`src/rtl/call_return_unit_pkg.sv`:
```
// call_return_unit_pkg: shared cpu-stack state encoding and call/return defaults
package call_return_unit_pkg;

    localparam logic [2:0] S_IDLE = 3'd0;
    localparam logic [2:0] S_PUSH = 3'd1;
    localparam logic [2:0] S_POP  = 3'd2;
    localparam logic [2:0] S_CAPT = 3'd3;
    localparam logic [2:0] S_FIN  = 3'd4;

    localparam logic        OP_PUSH_DEF    = 1'b1;
    localparam logic [15:0] RET_OFFSET_DEF = 16'd1;

endpackage

```
`src/rtl/call_return_unit.sv`:
```
// call_return_unit: sequences call/return through an external hardware stack
module call_return_unit
    import call_return_unit_pkg::*;
#(
    parameter logic        OP_PUSH    = OP_PUSH_DEF,
    parameter logic [15:0] RET_OFFSET = RET_OFFSET_DEF,
    parameter int          DEPTH_W    = 8
) (
    input  logic               clk,
    input  logic               rst,
    input  logic               call_req,
    input  logic               ret_req,
    input  logic [15:0]        pc_in,
    input  logic [15:0]        target_addr,
    output logic               busy,
    output logic               done,
    output logic               err,
    output logic               pc_load,
    output logic [15:0]        pc_out,
    output logic [DEPTH_W-1:0] depth,
    output logic               ovf,
    output logic               unf,
    output logic               stk_enable,
    output logic               stk_operation,
    output logic [15:0]        stk_wdata,
    input  logic [15:0]        stk_rdata,
    input  logic               stk_full,
    input  logic               stk_empty
);

    localparam logic [DEPTH_W-1:0] DEPTH_MAX = '1;

    logic [2:0]         state_q, state_d;
    logic [15:0]        ret_q, ret_d, tgt_q, tgt_d, pc_q, pc_d;
    logic [DEPTH_W-1:0] depth_q, depth_d;
    logic               err_q, err_d, ovf_q, ovf_d, unf_q, unf_d;

    // Next-state: rejected requests skip the stack and go straight to FIN with err set
    always_comb begin
        state_d = state_q;
        ret_d   = ret_q;
        tgt_d   = tgt_q;
        pc_d    = pc_q;
        depth_d = depth_q;
        err_d   = err_q;
        ovf_d   = ovf_q;
        unf_d   = unf_q;
        case (state_q)
            S_IDLE: begin
                if (call_req) begin
                    err_d   = stk_full;
                    ovf_d   = ovf_q | stk_full;
                    ret_d   = stk_full ? ret_q : pc_in + RET_OFFSET;
                    tgt_d   = stk_full ? tgt_q : target_addr;
                    state_d = stk_full ? S_FIN : S_PUSH;
                end else if (ret_req) begin
                    err_d   = stk_empty;
                    unf_d   = unf_q | stk_empty;
                    state_d = stk_empty ? S_FIN : S_POP;
                end
            end
            S_PUSH: begin
                depth_d = (depth_q == DEPTH_MAX) ? depth_q : depth_q + 1'b1;
                pc_d    = tgt_q;
                state_d = S_FIN;
            end
            S_POP: begin
                depth_d = (depth_q == '0) ? depth_q : depth_q - 1'b1;
                state_d = S_CAPT;
            end
            S_CAPT: begin
                pc_d    = stk_rdata;
                state_d = S_FIN;
            end
            default: state_d = S_IDLE;
        endcase
    end

    // State registers; reset aborts any operation in flight
    always_ff @(posedge clk or posedge rst) begin
        if (rst) begin
            state_q <= S_IDLE;
            ret_q   <= '0;
            tgt_q   <= '0;
            pc_q    <= '0;
            depth_q <= '0;
            err_q   <= 1'b0;
            ovf_q   <= 1'b0;
            unf_q   <= 1'b0;
        end else begin
            state_q <= state_d;
            ret_q   <= ret_d;
            tgt_q   <= tgt_d;
            pc_q    <= pc_d;
            depth_q <= depth_d;
            err_q   <= err_d;
            ovf_q   <= ovf_d;
            unf_q   <= unf_d;
        end
    end

    assign busy          = state_q != S_IDLE;
    assign done          = state_q == S_FIN;
    assign err           = done & err_q;
    assign pc_load       = done & ~err_q;
    assign pc_out        = pc_q;
    assign depth         = depth_q;
    assign ovf           = ovf_q;
    assign unf           = unf_q;
    assign stk_enable    = (state_q == S_PUSH) | (state_q == S_POP);
    assign stk_operation = (state_q == S_PUSH) ? OP_PUSH : ~OP_PUSH;
    assign stk_wdata     = ret_q;

endmodule
```
`config.mk`:
```
export PLATFORM = sky130hd
export DESIGN_NAME = call_return_unit
export DESIGN_NICKNAME = d
export VERILOG_FILES = /design/src/rtl/call_return_unit_pkg.sv /design/src/rtl/call_return_unit.sv
export SDC_FILE = /design/constraint.sdc
export NUM_CORES = 1
export LEC_CHECK = 0
export CORE_AREA = 2 2 102 104
export CTS_CLUSTER_DIAMETER = 100
export DETAILED_ROUTE_END_ITERATION = 8
export DIE_AREA = 0 0 104 106
export SLEW_MARGIN = 25
export SYNTH_ARGS = -nofsm -noshare
export SYNTH_HDL_FRONTEND = slang
export SYNTH_SLANG_ARGS = --single-unit
```
`constraint.sdc`:
```
create_clock -name clk -period 6.1 [get_ports clk]
set_clock_uncertainty 0.05 [all_clocks]
set_input_delay 0.915 -clock clk [delete_from_list [all_inputs] [get_ports clk]]
set_output_delay 0.915 -clock clk [all_outputs]
set_load 0.03 [all_outputs]
```
Figure 1. Placed cells, one color a class (run 1).
The bar under the picture is 20 µm long.
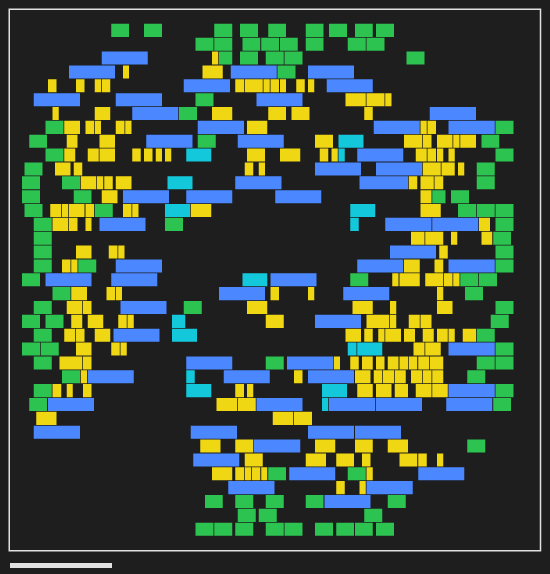
clock drivers and dummy loads: shown in cyan, cells 16, share of their area 4.2%. combinational and other logic: shown in yellow, cells 192, share of their area 32%. sequential cells: shown in blue, cells 62, share of their area 39%. remaining buffers and delay cells: shown in green, cells 103, share of their area 26%.

Figure 2. Cells by drive strength (run 1).
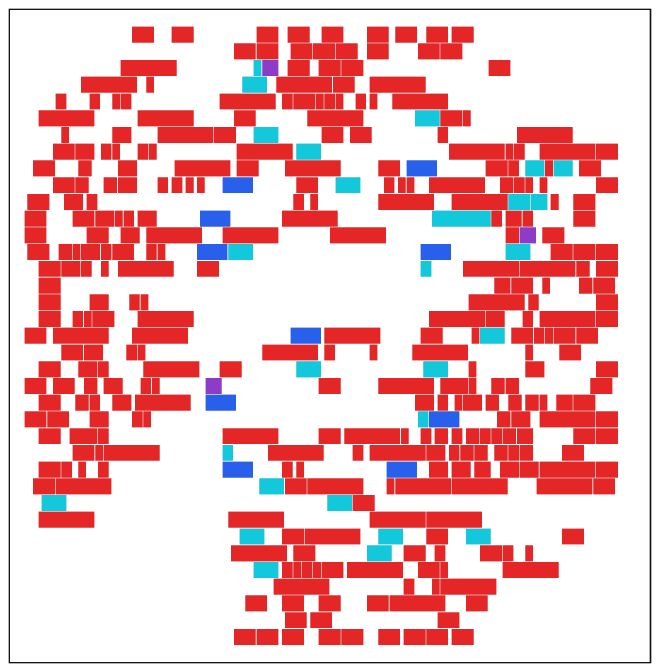
_0 and _1 cells: shown in red, cells 333, most used clkdlybuf4s50_1. _3 and _4 cells: shown in purple, cells 3, most used buf_4. _6 and larger: shown in blue, cells 10, most used clkbuf_8. _2 cells: shown in cyan, cells 27, most used mux2_2.

Figure 3. Clock routing (run 1).
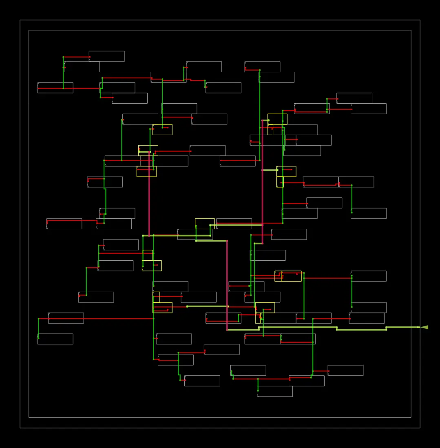
flip-flops: 62
Clock group: 313 µW
worst skew pair latency: 0.33 ns
CTS buffer count: 9

==> CHANGELOG.md, run 1 <==
### Physical design

- OpenROAD warnings: 26
- Setup TNS: 0 ns
- Synthesized cell area: 2890 µm²
- CP Capture Point: stk_enable
- Multiplexer share of the synthesized area: 12.5%
- Slowest cell delay on critical path: 0.77 ns
- Crit Path Category: reg -> out
- Fin util: 41.9%
- Final HPWL DP: 4760 µm
- DRT iter0 DRCs: 54
- Vias in the first global route: 2270
- Post-Place Setup Slack: 3.04 ns
- R2R depth: 8
- CP cell instances: or3b_1, o21ai_0, clkdlybuf4s50_1
- Final setup fails: 0
- Worst R2R Start: state_q[1]
- Residual DRC: 0
- CP Capture Type: output port
- Final #Nets: 424
- Sink Count: 62
- Nonclk inv count: 4
- Non-clock buffers: 103
- # Cells Yosys: 272
- Worst setup startpoint: state_q[1]
- Fin area: 4190 µm²
- Net switching power: 874 µW
- Cell Area, Placed: 4020 µm²
- Final hold viol count: 0
- Combinational power share: 48.6%
- M2 GR Usage: 20.3%
- Seq pwr share: 36.4%
- Post-route setup slack: 2.68 ns
- Grt peak-use layer: met2
- Sequential power: 765 µW
- Root Driver: clkbuf_8
- P_int: 1.23 mW
- Die Ht: 106 µm
- Worst Path Required: 5.13 ns
- Inst Count DP: 493
- Yosys simple share: 14.5%
- FA/HA/MAJ Cells, Area Fraction: 0.865%
- Signal buf overhead: 24.5%
- # H-tree levels: 3
- Outcome: complete, no violations
- PwrDens: 502 nW/µm²
- Met2 wire length: 3160 µm
## Run 2: what changed since run 1
clock period = 3 ns   (was 6.1 ns; I/O delays follow)
Figure 4. Clock wires, drivers and flops (run 2).
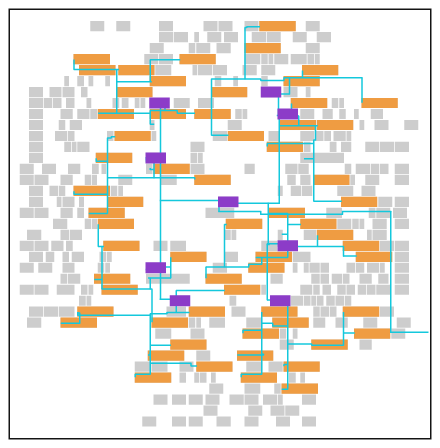
flip-flops: shown in orange, count 62. clock drivers: shown in purple, count 9. clock wires: shown in cyan, length 846 µm.
There are 10 routed clock nets.

==> CHANGELOG.md, run 2 <==
### Physical design

- Fin area: 4280 µm²
- Grt peak-use layer: met2
- Met2 wire length: 3250 µm
- Fin util: 42.8%
- P_int: 2.69 mW
- Vias in the first global route: 2280
- Cell Area, Placed: 4060 µm²
- Crit Path Category: reg -> out
- Root Driver: clkbuf_8
- Final #Nets: 428
- Outcome: complete, no violations
- Final HPWL DP: 5070 µm
- Yosys simple share: 14.5%
- Worst skew pair latency: 0.32 ns
- Worst setup startpoint: state_q[1]
- Net switching power: 1.77 mW
- Post-route setup slack: 0.410 ns
- Nonclk inv count: 4
- Worst R2R Start: state_q[1]
- Multiplexer share of the synthesized area: 12.5%
- Post-Place Setup Slack: 0.482 ns
- Final setup fails: 0
- CTS buffer count: 9
- Slowest cell delay on critical path: 0.67 ns
- OpenROAD warnings: 26
- Setup TNS: 0 ns
- Combinational power share: 48.1%
- # Cells Yosys: 272
- CP Capture Type: output port
- # H-tree levels: 3
- PwrDens: 1040 nW/µm²
- CP cell instances: buf_4, nor3b_1, nor2b_1, clkdlybuf4s50_1
- Sink Count: 62
- DRT iter0 DRCs: 56
- Clock group: 796 µW
- Signal buf overhead: 25.0%
- CP Capture Point: pc_load
- FA/HA/MAJ Cells, Area Fraction: 0.865%
- M2 GR Usage: 20.1%
- Inst Count DP: 497
Figure 5. Metal 1 (run 2).
Supply wires on this layer in gray. Cells faint in the background.
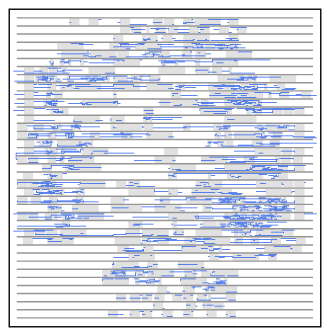
The layer holds 43% of the routed length. The layer carries 2950 µm of wire. The longest straight run is 27.1 µm. The wires run mostly horizontal.

## Run 3: what changed since run 2
CAP_MARGIN = 20   (was unset)
DONT_BUFFER_PORTS = 1   (was unset)
Figure 6. Clock wires, drivers and flops (run 3).
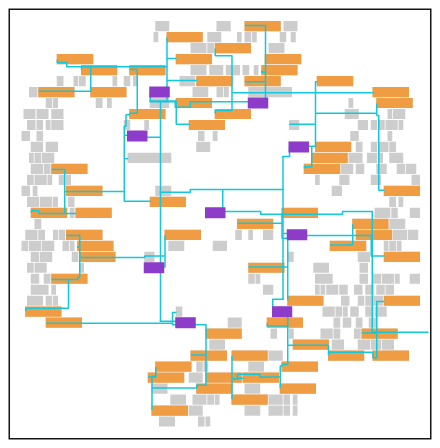
clock drivers: shown in purple, count 9. clock wires: shown in cyan, length 951 µm. flip-flops: shown in orange, count 62.
There are 10 routed clock nets.

==> CHANGELOG.md, run 3 <==
### Physical design

- Seq pwr share: 53.1%
- Residual DRC: 0
- Signal buf overhead: 2.36%
- Worst Path Required: 3.17 ns
- Sink Count: 62
- PwrDens: 1180 nW/µm²
- CP Capture Type: register
- Yosys simple share: 14.5%
- Crit Path Category: reg -> reg
- Slowest cell delay on critical path: 0.86 ns
- Total global routing overflow: 0
- M2 GR Usage: 20.0%
- Worst skew pair latency: 0.34 ns
- # Cells Yosys: 272
- Worst setup startpoint: state_q[2]
- CP Launch Type: register
- Cell Area, Placed: 3060 µm²
- Grt met3 use: 5.09%
- Fin area: 3290 µm²
- Sequential power: 2.06 mW
- Fin util: 32.9%
- Combinational power share: 25.7%
- Worst R2R Start: state_q[2]
- R2R depth: 4
- Net switching power: 1.72 mW
- Final #Nets: 331
- CP Capture Point: tgt_q[11]
- CTS buffer count: 9
- Outcome: complete, no violations
- CP cell instances: nor3_2, inv_1, or3_2, mux2_2
- Clock group: 823 µW
- Root Driver: clkbuf_8
- Final hold viol count: 0
- Post-route setup slack: 0.494 ns
- Post-Place Setup Slack: 0.497 ns
- Die Ht: 106 µm
- Met2 wire length: 3060 µm
- Vias in the first global route: 2028
- Critical Path AT: 2.68 ns
- Grt peak-use layer: met2
- # H-tree levels: 3
- DRT iter0 DRCs: 93
- Final setup fails: 0
- Inst Count DP: 399
Figure 7. Placed cells, one color a class (run 3).
The bar under the picture is 20 µm long.
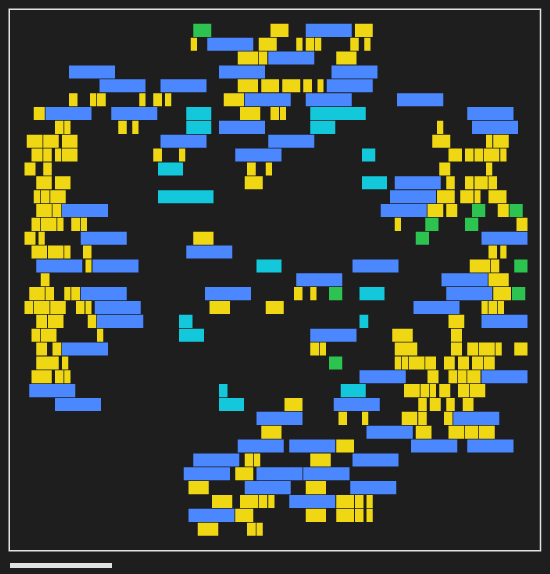
remaining buffers and delay cells: shown in green, cells 10, share of their area 2.5%. combinational and other logic: shown in yellow, cells 192, share of their area 41%. sequential cells: shown in blue, cells 62, share of their area 50%. clock drivers and dummy loads: shown in cyan, cells 16, share of their area 7.1%.

Power is estimated from default activity; no workload was simulated.
